Fig. 1: run 1, routing congestion map
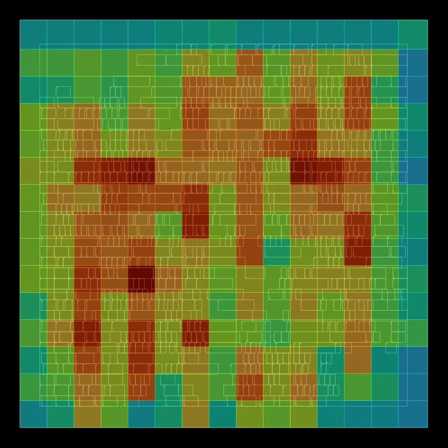
Fig. 2: run 1, the metal 2 layer
Cells faint in the background.
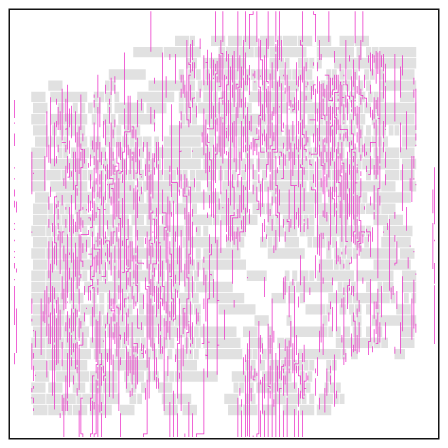
Fig. 3: run 1, wiring by layer
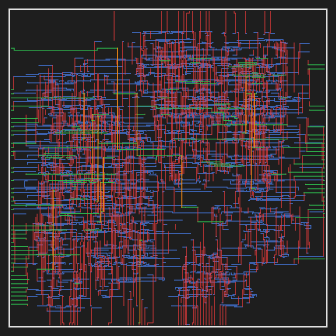
[src/rtl/hazard_ctrl.sv]
// Hazard controller for the 5-stage RISC-V pipeline: execute-stage operand
// forwarding, load-use / branch / memory-wait stall and flush generation,
// a memory-wait FSM with timeout, and saturating performance counters.
module hazard_ctrl #(
    parameter int REG_ADDR_WIDTH = 5,
    parameter int CNT_WIDTH      = 32,
    parameter int MEM_TIMEOUT    = 64
) (
    input  logic                      clk,
    input  logic                      rst_n,
    input  logic [REG_ADDR_WIDTH-1:0] Rs1D,
    input  logic [REG_ADDR_WIDTH-1:0] Rs2D,
    input  logic [REG_ADDR_WIDTH-1:0] Rs1E,
    input  logic [REG_ADDR_WIDTH-1:0] Rs2E,
    input  logic [REG_ADDR_WIDTH-1:0] RdE,
    input  logic [REG_ADDR_WIDTH-1:0] RdM,
    input  logic [REG_ADDR_WIDTH-1:0] RdW,
    input  logic                      RegWriteM,
    input  logic                      RegWriteW,
    input  logic                      LoadE,
    input  logic                      PCSrcE,
    input  logic                      MemReqM,
    input  logic                      MemReadyM,
    output logic [1:0]                ForwardAE,
    output logic [1:0]                ForwardBE,
    output logic                      StallF,
    output logic                      StallD,
    output logic                      StallE,
    output logic                      StallM,
    output logic                      FlushD,
    output logic                      FlushE,
    output logic                      FlushW,
    output logic                      MemTimeout,
    output logic [CNT_WIDTH-1:0]      StallCount,
    output logic [CNT_WIDTH-1:0]      FlushCount
);

    localparam int WCNT_W = (MEM_TIMEOUT > 2) ? $clog2(MEM_TIMEOUT) : 1;
    localparam logic [WCNT_W-1:0] WLAST = WCNT_W'(MEM_TIMEOUT - 1);
    localparam logic [REG_ADDR_WIDTH-1:0] X0 = '0;

    typedef enum logic {IDLE = 1'b0, WAIT = 1'b1} mem_state_t;

    mem_state_t          state_q, state_d;
    logic [WCNT_W-1:0]   wcnt_q;
    logic                mem_wait;
    logic                timeout_fire;
    logic                mem_stall;
    logic                lw_stall;

    // Counter increment that sticks at all-ones instead of wrapping.
    function automatic logic [CNT_WIDTH-1:0] sat_inc(input logic [CNT_WIDTH-1:0] v);
        return (&v) ? v : v + CNT_WIDTH'(1);
    endfunction

    // Forward select: M-stage result wins over W-stage; x0 is never forwarded.
    function automatic logic [1:0] fwd_sel(input logic [REG_ADDR_WIDTH-1:0] rs);
        if (RegWriteM && (RdM != X0) && (RdM == rs))
            return 2'b10;
        else if (RegWriteW && (RdW != X0) && (RdW == rs))
            return 2'b01;
        else
            return 2'b00;
    endfunction

    // Hazard detection and forwarding selects.
    always_comb begin
        ForwardAE    = fwd_sel(Rs1E);
        ForwardBE    = fwd_sel(Rs2E);
        lw_stall     = LoadE && (RdE != X0) && ((RdE == Rs1D) || (RdE == Rs2D));
        mem_wait     = MemReqM && !MemReadyM;
        timeout_fire = (state_q == WAIT) && mem_wait && (wcnt_q == WLAST);
        mem_stall    = mem_wait && !timeout_fire;
    end

    // Memory-wait FSM next state; leaves WAIT on completion, dropped request or timeout.
    always_comb begin
        state_d = state_q;
        case (state_q)
            IDLE: if (mem_wait) state_d = WAIT;
            WAIT: if (!mem_wait || timeout_fire) state_d = IDLE;
            default: state_d = IDLE;
        endcase
    end

    // Stall/flush priority: memory wait, then taken branch, then load-use.
    always_comb begin
        StallF = 1'b0;
        StallD = 1'b0;
        StallE = 1'b0;
        StallM = 1'b0;
        FlushD = 1'b0;
        FlushE = 1'b0;
        FlushW = 1'b0;
        if (mem_stall) begin
            StallF = 1'b1;
            StallD = 1'b1;
            StallE = 1'b1;
            StallM = 1'b1;
            FlushW = 1'b1;
        end else if (PCSrcE) begin
            FlushD = 1'b1;
            FlushE = 1'b1;
        end else if (lw_stall) begin
            StallF = 1'b1;
            StallD = 1'b1;
            FlushE = 1'b1;
        end
    end

    // FSM state, wait counter (cleared on entry to WAIT) and sticky timeout flag.
    always_ff @(posedge clk or negedge rst_n) begin
        if (!rst_n) begin
            state_q    <= IDLE;
            wcnt_q     <= '0;
            MemTimeout <= 1'b0;
        end else begin
            state_q <= state_d;
            if (state_q == IDLE)
                wcnt_q <= '0;
            else
                wcnt_q <= wcnt_q + WCNT_W'(1);
            if (timeout_fire)
                MemTimeout <= 1'b1;
        end
    end

    // Saturating performance counters for front-end stalls and E-stage flushes.
    always_ff @(posedge clk or negedge rst_n) begin
        if (!rst_n) begin
            StallCount <= '0;
            FlushCount <= '0;
        end else begin
            if (StallF) StallCount <= sat_inc(StallCount);
            if (FlushE) FlushCount <= sat_inc(FlushCount);
        end
    end

endmodule

[config.mk]
export PLATFORM = sky130hd
export DESIGN_NAME = hazard_ctrl
export DESIGN_NICKNAME = d
export VERILOG_FILES = /design/src/rtl/hazard_ctrl.sv
export SDC_FILE = /design/constraint.sdc
export NUM_CORES = 1
export LEC_CHECK = 0
export ABC_AREA = 1
export CAP_MARGIN = 25
export CORE_MARGIN = 5
export CORE_UTILIZATION = 56
export CTS_BUF_LIST = sky130_fd_sc_hd__clkbuf_8
export DETAILED_ROUTE_END_ITERATION = 8
export PLACE_DENSITY = 0.95
export SETUP_SLACK_MARGIN = 0.3
export SYNTH_ARGS = -nofsm -noshare
export SYNTH_HDL_FRONTEND = slang
export SYNTH_SLANG_ARGS = --single-unit
[constraint.sdc]
create_clock -name clk -period 3.7 [get_ports clk]
set_clock_uncertainty 0.1 [all_clocks]
set_input_delay 0.555 -clock clk [delete_from_list [all_inputs] [get_ports clk]]
set_output_delay 0.555 -clock clk [all_outputs]
set_load 0.05 [all_outputs]
==> summary.txt, run 1 <==
Status: completed
Top cells by area: dfrtp_1, nand2_1, nand3_1
Routed WL per cell: 12.98 um
Drt via density: 5.208
Yosys cell count: 748
CTS root buf: clkbuf_8
Leakage power: 0.003174 uW
Die y size: 104.1 um
Arr. time, crit path: 2.56 ns
CTS tree: built
Avg Cell Area, Syn: 6.626 um^2
IO Pins: 119
Gate Count Post-Synth: 748
Final worst path period need: 3.215 ns
HPWL after DPL: 9.460 mm
Remaining antenna violation count: 0
Ant diodes: 0
Final Hold Vio Count: 0
GRT Residual Overflow: 0
Pwr dens: 335.5 nW/um^2
Vias in the first global route: 4827
Most instantiated logic cell after routing: nand2_1
Post-Synthesis Cell Area: 4956 um^2
Antenna violations before repair: 0
Clock slew at reported path FFs: 0.07 ns
Fmax: 311.0 MHz
Fill cells: 640
Largest net degree at the start of global routing: 73
Synth top area share: 0.3635
Peak VDD IR: 0.2634 mV
DRC Markers: 0
DRT Pass-1 Iters: 6
About Fig. 1:
Util after Layout: 0.7386
gr busiest metal: met2
total track usage: 0.2347

About Fig. 2:
wire length on this layer = 6210 um
longest straight run = 33.7 um
main direction = vertical
nets with wire on the layer = 728
share of all routed wire = 49%
Via Count: 5067
Post-Route WL: 12.63 mm

About Fig. 3:
green -> metal 3  # wire length 915 um
blue -> metal 1  # wire length 5220 um
red -> metal 2  # wire length 6210 um
orange -> metal 4  # wire length 286 um

## run 1: logic make-up after synthesis
logic type,count (synthesis),share of synthesized area
AND/OR/NAND/NOR,491,0.4274
AND-OR/OR-AND,9,0.009592
XOR/XNOR,45,0.07953
adder cells (fa/ha/maj),3,0.007575
flip-flops,72,0.3635
buffers and inverters,128,0.1123
## run 1: stage by stage
step | power, uW | std cells | setup slack, ns | utilization | cell area, um^2
global placement | 1454 | 958 | 0.4647 | 0.7129 | 6187
floorplan | 1247 | 748 | 0.7840 | - | 4969
global route | 2250 | 973 | 0.3411 | 0.7386 | 6410
detailed placement | 1470 | 958 | 0.3704 | 0.7129 | 6187
finish | 2150 | 973 | 0.4848 | 0.7386 | 6410
CTS | 2165 | 973 | 0.3772 | 0.7383 | 6407
## run 1: routing by layer
metal / routed length [um] / track usage / vias up
li1: - / - / 2533
met1: 5217 / 0.2903 / 2292
met2: 6213 / 0.3994 / 213
met3: 914 / 0.05711 / 29
met4: 286 / 0.08048 / 0
met5: 0 / 0 / -
## run 1: synthesized netlist by cell type (all sizes together)
cell type  count
nor3          15
a21oi          3
and3           2
ha             3
nor2          73
nand3b         3
nand4         12
o21bai         1
buf           19
xor2          24
xnor2         21
nand2        281
dfrtp         72
o21ai          5
nor3b          1
nor4           2
inv          109
or3            1
nand3        101
## run 1: worst max-delay path, cell delays in order
cell	delay, ns
clkdlybuf4s50_1	0.49
nor2_1	0.12
nand2_1	0.05
o21ai_0	0.34
nor4_2	0.10
nor2_1	0.10
clkdlybuf4s50_1	0.80
## run 1: final timing paths
kind / from / to / slack [ns] / cells past startpoint
worst min-delay path: rst_n / wcnt_q[4] / 0.23 / 1
min in group clk: wcnt_q[0] / wcnt_q[0] / 0.36 / 1
worst max register to register: StallCount[0] / StallCount[2] / 1.34 / 9
worst max-delay path: RdM[1] / ForwardBE[0] / 0.48 / 7
max in group asynchronous: rst_n / FlushCount[12] / 2.66 / 1
worst min register to register: wcnt_q[0] / wcnt_q[0] / 0.36 / 1
## run 1: repair_timing
item | CTS | global route
gates resized | 0 | 1
hold buffers | 0 | 0
setup endpoints to repair | 0 | 1
## run 1: power by group
part | switching, uW | internal (uW) | total, uW
Clock | 287 | 410 | 697
Sequential | 79.2 | 832 | 911
Combinational | 338 | 205 | 542
## run 1: state kept, by name (all words and copies together), names as in the netlist
name / flops
state_q: 1
MemTimeout: 1
wcnt_q: 6
FlushCount: 32
StallCount: 32
## run 1: layout make-up
class / instances / area [um^2] / area share
clock buffer: 11 / 151.4 / 0.02362
tap: 108 / 135.1 / 0.02108
inverter: 109 / 409.1 / 0.06383
timing repair buffer: 121 / 1234 / 0.1925
clock inverter: 4 / 68.82 / 0.01074
multi-input combinational: 548 / 2610 / 0.4072
sequential: 72 / 1802 / 0.2811
## Run 2: what changed since run 1
--- a/config.mk
+++ b/config.mk
@@ -10,6 +10,7 @@
 export CORE_MARGIN = 5
 export CORE_UTILIZATION = 56
 export CTS_BUF_LIST = sky130_fd_sc_hd__clkbuf_8
+export CTS_CLUSTER_SIZE = 20
 export DETAILED_ROUTE_END_ITERATION = 8
 export PLACE_DENSITY = 0.95
 export SETUP_SLACK_MARGIN = 0.3
Fig. 4: run 2, wiring by layer
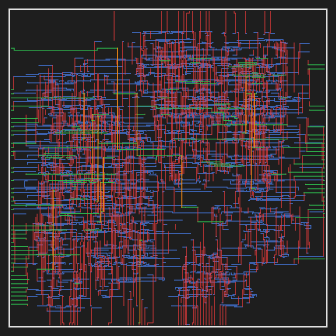
green -> metal 3  # wire length 915 um
orange -> metal 4  # wire length 286 um
red -> metal 2  # wire length 6210 um
blue -> metal 1  # wire length 5220 um
Routed WL per cell: 12.98 um

Fig. 5: run 2, routing congestion map
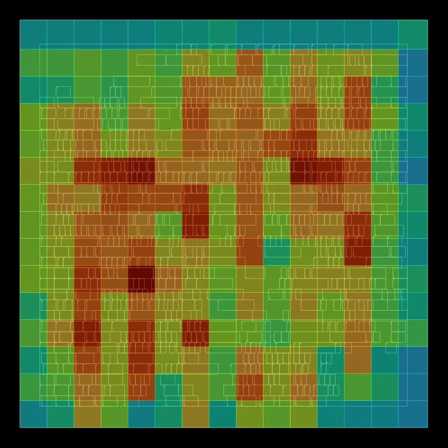
GR Util met1: 0.2903
GR met2 Demand/Resource: 0.3994
GR Util met3: 0.05711

==> run 2 against run 1 <==
  * Clock power about the same
  * First-iteration DRC count unchanged
  * Synthesized cell count unchanged
  * Die area unchanged
  * Non-clock buffer count unchanged
  * Clock-buffer cell count unchanged
  * Critical endpoint unchanged
  * Highest routed layer unchanged
==> summary.txt, run 2 <==
DRC Markers: 0
CTS tree: built
CTS resizes: 0
Hold-fix buffers, CTS: 0
Total track usage: 0.2347
Post-Synthesis Cell Area: 4956 um^2
CP cell instances: clkdlybuf4s50_1, nor2_1, nand2_1, o21ai_0, nor4_2, nor2_1, clkdlybuf4s50_1
Remaining antenna violation count: 0
Final worst path period need: 3.215 ns
Antenna violations before repair: 0
Status: completed
Most instantiated logic cell after routing: nand2_1
Fmax: 311.0 MHz
Arr. time, crit path: 2.56 ns
Top cells by area: dfrtp_1, nand2_1, nand3_1
Drt via density: 5.208
Final Hold Vio Count: 0
Peak VDD IR: 0.2634 mV
Post-Route WL: 12.63 mm
DRT Pass-1 Iters: 6
Worst path max stage delay: 0.80 ns
Vias in the first global route: 4827
Critical Path Start: RdM[1]
Pwr dens: 335.5 nW/um^2
Biggest regs: FlushCount: 32 flops, StallCount: 32 flops, wcnt_q: 6 flops
CP max-delay cell: clkdlybuf4s50_1
Top post-synthesis cells by count: nand2_1, inv_1, nand3_1
GRT Residual Overflow: 0
IO Pins: 119
Gate Count Post-Synth: 748
Largest net degree at the start of global routing: 73
Yosys cell count: 748
Avg Cell Area, Syn: 6.626 um^2
R2R cell count: 9
HPWL after DPL: 9.460 mm
Util after Layout: 0.7386
Ant diodes: 0
Post-synth EDFFs: 0
Total Power: 2150 uW
Reg-to-Reg Start: StallCount[0]
Leakage power: 0.003174 uW
CTS root buf: clkbuf_8
Via Count: 5067
Clock slew at reported path FFs: 0.07 ns
Fig. 6: run 2, the metal 2 layer
Cells faint in the background.
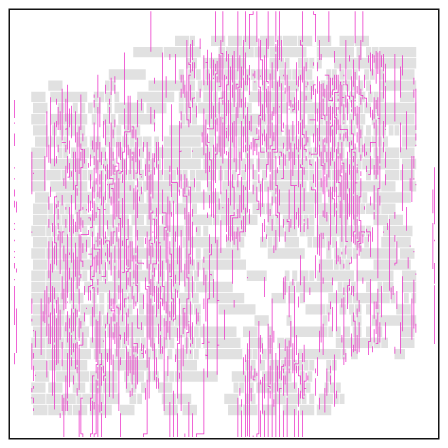
longest straight run = 33.7 um
share of all routed wire = 49%

[run 2: through the flow]
stage	std cells	hold WS [ns]	setup WS (ns)	instance area [um^2]
global route	973	0.3018	0.3411	6410
floorplan	748	0.1594	0.7840	4969
finish	973	0.2313	0.4848	6410
global placement	958	0.3463	0.4647	6187
CTS	973	0.2765	0.3772	6407
detailed placement	958	0.3550	0.3704	6187
[run 2: worst max-delay path: cells and delay by family]
family | cells | cell delay, ns
buffers and inverters | 2 | 1.29
AND/OR/NAND/NOR | 4 | 0.37
AND-OR/OR-AND | 1 | 0.34
[run 2: kinds of logic (layout without fill, tap and decap cells)]
| family | Yosys count | after routing | synth area share |
|---|---|---|---|
| xor+xnor | 45 | 45 | 0.07953 |
| fa+ha+maj | 3 | 3 | 0.007575 |
| flops | 72 | 72 | 0.3635 |
| buf+inv | 128 | 245 | 0.1123 |
| compound gates | 9 | 9 | 0.009592 |
| simple gates | 491 | 491 | 0.4274 |
[run 2: worst paths after layout]
path	to	slack [ns]
setup / recovery	ForwardBE[0]	0.48
hold / removal	wcnt_q[4]	0.23
setup reg to reg	StallCount[2]	1.34
hold reg to reg	wcnt_q[0]	0.36
max in group asynchronous	FlushCount[12]	2.66
min in group clk	wcnt_q[0]	0.36
[run 2: power by group]
| group | internal [uW] | switching, uW |
|---|---|---|
| logic | 205 | 338 |
| registers | 832 | 79.2 |
| clock network | 410 | 287 |
| total | 1450 | 704 |
[run 2: layout make-up]
type                    count  area, um^2  area share
multi-input cells         548        2610      0.4072
clock inverters             4       68.82     0.01074
well taps                 108       135.1     0.02108
repair buffers            121        1234      0.1925
flip-flops and latches     72        1802      0.2811
clock buffers              11       151.4     0.02362
inverters                 109       409.1     0.06383
[run 2: layer usage]
layer / wire (um) / up-vias / global-route usage
li1: - / 2533 / -
met3: 914 / 29 / 0.05711
met1: 5217 / 2292 / 0.2903
met5: 0 / - / 0
met4: 286 / 0 / 0.08048
met2: 6213 / 213 / 0.3994
Power figures rest on the tool's default switching activity, not on a simulated workload.
